[config.mk]
export PLATFORM = sky130hd
export DESIGN_NAME = pipe_stage_reg
export DESIGN_NICKNAME = d
export VERILOG_FILES = /design/src/rtl/pipe_stage_reg.sv
export SDC_FILE = /design/constraint.sdc
export NUM_CORES = 1
export LEC_CHECK = 0
export ABC_AREA = 1
export CORE_UTILIZATION = 54
export DETAILED_ROUTE_END_ITERATION = 7
export GPL_TIMING_DRIVEN = 0
export PLACE_DENSITY = 0.92
export SLEW_MARGIN = 20
export SYNTH_ARGS = -nofsm -noshare
export SYNTH_HDL_FRONTEND = slang
export SYNTH_SLANG_ARGS = --single-unit
export TNS_END_PERCENT = 10
[constraint.sdc]
create_clock -name clk -period 3.86 [get_ports clk]
set_input_delay 0.386 -clock clk [delete_from_list [all_inputs] [get_ports clk]]
set_output_delay 0.386 -clock clk [all_outputs]
set_load 0.005 [all_outputs]
[src/rtl/pipe_stage_reg.sv]
// Elastic pipeline register: main entry plus one skid entry between adjacent stages.
// Latency: 1 cycle from accept to out_valid when empty; sustains 1 beat/cycle.
// Backpressure: in_ready comes only from registered skid state and rst, never from out_ready.
//
// Ports:
//   clk, rst            clock; synchronous active-high reset
//   flush               kill held and incoming entries this cycle
//   in_valid/in_ready   upstream handshake; in_ctrl/in_dst/in_data payload
//   out_valid/out_ready downstream handshake; out_ctrl/out_dst/out_data payload
//   stall_cnt/flush_cnt 32-bit saturating event counters, present only when
//                       PIPE_STAGE_REG_STATS_EN is defined
module pipe_stage_reg #(
    parameter int CTRL_W = 4,
    parameter int DST_W  = 5,
    parameter int DATA_W = 64
) (
    input  logic              clk,
    input  logic              rst,
    input  logic              flush,
    input  logic              in_valid,
    output logic              in_ready,
    input  logic [CTRL_W-1:0] in_ctrl,
    input  logic [DST_W-1:0]  in_dst,
    input  logic [DATA_W-1:0] in_data,
`ifdef PIPE_STAGE_REG_STATS_EN
    output logic [31:0]       stall_cnt,
    output logic [31:0]       flush_cnt,
`endif
    output logic              out_valid,
    input  logic              out_ready,
    output logic [CTRL_W-1:0] out_ctrl,
    output logic [DST_W-1:0]  out_dst,
    output logic [DATA_W-1:0] out_data
);

    logic              main_valid;
    logic [CTRL_W-1:0] main_ctrl;
    logic [DST_W-1:0]  main_dst;
    logic [DATA_W-1:0] main_data;

    logic              skid_valid;
    logic [CTRL_W-1:0] skid_ctrl;
    logic [DST_W-1:0]  skid_dst;
    logic [DATA_W-1:0] skid_data;

    logic accept;
    logic send;

    assign in_ready = ~skid_valid & ~rst;
    assign accept   = in_valid & in_ready;
    assign send     = main_valid & out_ready;

    assign out_valid = main_valid;
    // A bubble must never carry live control bits (RegWrite/MemWrite) downstream.
    assign out_ctrl  = main_valid ? main_ctrl : '0;
    assign out_dst   = main_dst;
    assign out_data  = main_data;

    always_ff @(posedge clk) begin
        if (rst) begin
            main_valid <= 1'b0;
            main_ctrl  <= '0;
            main_dst   <= '0;
            main_data  <= '0;
            skid_valid <= 1'b0;
            skid_ctrl  <= '0;
            skid_dst   <= '0;
            skid_data  <= '0;
        end else if (flush) begin
            // dst/data keep their old contents; only validity and control are killed.
            main_valid <= 1'b0;
            main_ctrl  <= '0;
            skid_valid <= 1'b0;
        end else if (skid_valid) begin
            // in_ready is low here, so no new beat can arrive this cycle.
            if (send) begin
                main_valid <= 1'b1;
                main_ctrl  <= skid_ctrl;
                main_dst   <= skid_dst;
                main_data  <= skid_data;
                skid_valid <= 1'b0;
            end
        end else if (!main_valid || send) begin
            main_valid <= accept;
            if (accept) begin
                main_ctrl <= in_ctrl;
                main_dst  <= in_dst;
                main_data <= in_data;
            end
        end else if (accept) begin
            // Main is held by downstream: park the new beat behind it.
            skid_valid <= 1'b1;
            skid_ctrl  <= in_ctrl;
            skid_dst   <= in_dst;
            skid_data  <= in_data;
        end
    end

`ifdef PIPE_STAGE_REG_STATS_EN
    always_ff @(posedge clk) begin
        if (rst) begin
            stall_cnt <= '0;
            flush_cnt <= '0;
        end else begin
            if (main_valid && !out_ready && stall_cnt != 32'hFFFF_FFFF)
                stall_cnt <= stall_cnt + 32'd1;
            if (flush && (main_valid || skid_valid) && flush_cnt != 32'hFFFF_FFFF)
                flush_cnt <= flush_cnt + 32'd1;
        end
    end
`endif

endmodule
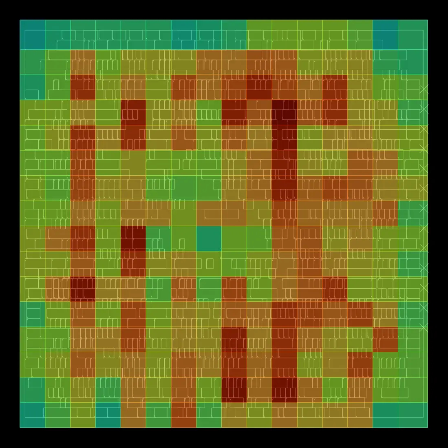
Fig. 1. Routing congestion.
fin util: 75.6%
GRT busiest layer: met2
met1 Use GR: 35.7%

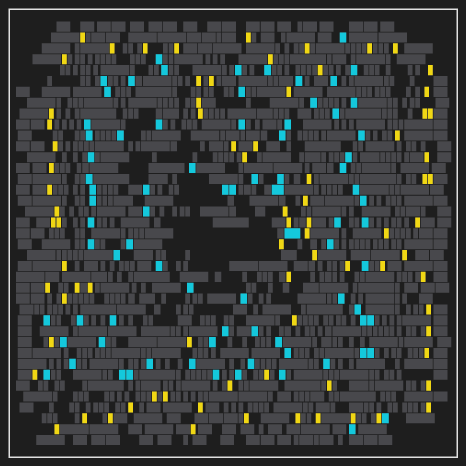
Fig. 2. Selected gate families.
Scale: 4 px per um.
- yellow: inv cells (cells 80; most used inv_1; where widely spread)
- cyan: aoi and oai cells (cells 80; most used o21ai_0; where widely spread)
top logic cell by instance count in the layout: nand2_1
logic share of the area: 33.3%

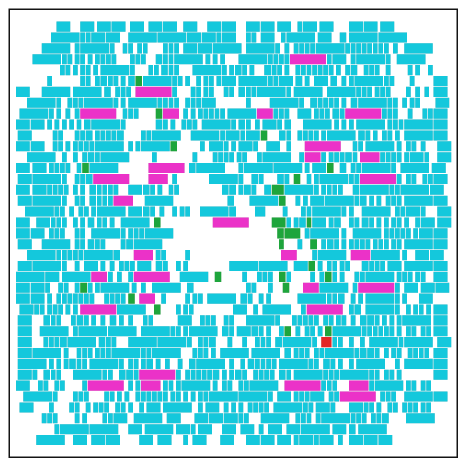
Fig. 3. Drive-strength map.
Scale: 4 px per um.
- red: x3 and x4 (cells 1; share 0.082%; most used buf_4)
- magenta: x6 and larger (cells 31; share 2.5%; most used clkbuf_16)
- green: x2 (cells 26; share 2.1%; most used buf_2)
- cyan: x1 and smaller (cells 1158; share 95%; most used nand2_1)
Non-Clock Buffer Count: 213
finished layout cell area: 0.00874 sq mm
Setup WS post-layout: 1.60 ns
Layout area overhead: 34.8%

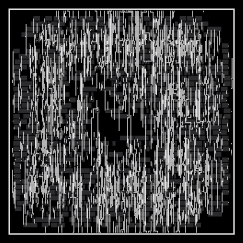
Fig. 4. Signal wires on met2.
Scale: 2 px per um. Cells faint in the background.
- main direction: vertical
- longest straight run: 46.7 um
- wire length on this layer: 7940 um
grt met2 use: 45.8%
via count: 6674
DRT Wirelength: 16.7 mm

[logic make-up after synthesis]
logic type             synth area share, %
AOI/OAI and AO/OA                     6.33
buffers and inverters                 9.38
DFF                                   45.7
and+or+nand+nor                       38.6
[power by group]
part	switching, mW	leakage (nW)	internal [mW]
registers	0.0227	1.20	1.57
logic	0.177	2.67	0.204
clock network	0.592	0.277	0.939
[per-layer routing]
layer  routed length [um]  GRT usage [%]  vias to the layer above
met2                 7940           45.8                      216
li1                     -              -                     3420
met1                 7510           35.7                     3012
met5                    0              0                        -
met4                  312           10.8                        0
met3                  973           5.93                       26
[final timing paths]
path                              from                    endpoint  slack (ns)  depth (start not counted)
max              skid_valid$_SDFF_PP0_                    in_ready        1.60                          4
min          main_ctrl[3]$_SDFFE_PP0P_   main_ctrl[3]$_SDFFE_PP0P_        0.47                          2
max reg2reg     out_valid$_SDFFE_PP0P_  skid_data[32]$_SDFFE_PP0P_        2.16                          7
min reg2reg  main_ctrl[3]$_SDFFE_PP0P_   main_ctrl[3]$_SDFFE_PP0P_        0.47                          2
[layout by cell type (no fill, tap or decap), drive strengths merged]
cell type,Yosys,layout
nand2,369,369
a21oi,5,5
nand3,5,5
clkdlybuf4s50,0,152
clkbuf,30,59
dfxtp,148,148
nor2,287,287
inv,80,80
nor3b,1,1
clkinv,0,3
nor3,1,1
o21ai,74,74
o21bai,1,1
buf,31,31
[sequential cells by signal (all words and copies together) (netlist names)]
| signal | count |
|---|---|
| main_ctrl | 4 |
| out_data | 64 |
| out_dst | 5 |
| out_valid | 1 |
| skid_ctrl | 4 |
| skid_data | 64 |
| skid_dst | 5 |
| skid_valid | 1 |
[stage by stage]
stage	utilization [%]	std cells	cell area, sq um	power [mW]	hold slack, ns
3_5_place_dp	70.8	1327	8190	2.00	0.458
6_report	75.6	1359	8740	3.51	0.465
5_1_grt	75.6	1359	8740	3.65	0.503
2_1_floorplan	-	1032	6490	1.80	0.441
4_1_cts	75.6	1359	8740	3.52	0.465
3_3_place_gp	70.8	1327	8190	2.00	0.452
[Yosys cell counts (2+ instances only)]
| cell type | n |
|---|---|
| nand2_1 | 369 |
| nor2_1 | 287 |
| dfxtp_1 | 148 |
| inv_1 | 78 |
| o21ai_0 | 73 |
| clkbuf_1 | 30 |
| buf_2 | 18 |
| buf_6 | 7 |
| a21oi_1 | 5 |
| buf_1 | 5 |
| nand3_1 | 4 |
| inv_2 | 2 |
[critical path, cell delays in order, from the launching register on]
cell and delay, ns:
dfxtp_1 0.30, buf_2 0.15, clkbuf_1 0.43, nor2_1 0.11
clkdlybuf4s50_1 0.46
[layout make-up]
type                    count  share of cell area (%)
flip-flops and latches    148                    33.9
multi-input cells         743                    33.3
repair buffers            152                    17.4
clock buffers              29                    6.18
plain buffers              61                    3.52
inverters                  80                    3.43
well taps                 143                    2.05
clock inverters             3                   0.172
==> out/summary.txt <==
Hold WC Path Type - reg2reg
Crit path DAT - 1.87 ns
Fin crit period - 2.26 ns
Vias in the first global route - 6027
CP Launch Type - flop
DRC violations left - 13
Tool warnings - 26
Worst slew pin tran - 0.592 ns
NumNets Final - 1281
Post-synthesis cell count - 1032
HPWL after DPL - 10.9 mm
Status - complete, but fails checks
Die width - 112 um
Final Hold Vio Count - 0
YS chip area - 0.00649 sq mm
CP Max Fanout - 10
Worst rel slew slack - 60.6%
Detailed Route Iter0 Violations - 527
Failing checks - DRC
Global-route usage over all layers - 27.8%
Crit. End Element - primary output
Leakage - 4.15 nW
Fillcell total - 869
Post-Syn Area - 0.00649 sq mm
Overflow after GRT - 0
H-Tree Level Count - 4
Die area - 0.0125 sq mm
Top Ports - 153
Biggest area cells - dfxtp_1, nand2_1, nor2_1
CP required - 3.47 ns
WS Path Type - reg2out
Clk sinks - 148
Yosys cell count - 1032
Pre-CTS setup slack - 1.43 ns
Global-route wire length before repair - 28.0 mm
Number of diodes - 0
PortBufs - 152
Max-slew violation count - 0
Share of layout cells above drive strength 1 - 4.77%
RSZ-0062 raised after global routing - false
Post-DRT Antenna Nets - 0
Largest net degree at the start of global routing - 17
Logic area - 0.00292 sq mm
YS warnings - 0
Ys async rst share - 0%
Unique cell type count in the Yosys netlist - 18
Final setup viols - 0
Cell Pwr Density - 401 mW/mm^2
No activity file was given, so power comes from the tool's default toggle rates.
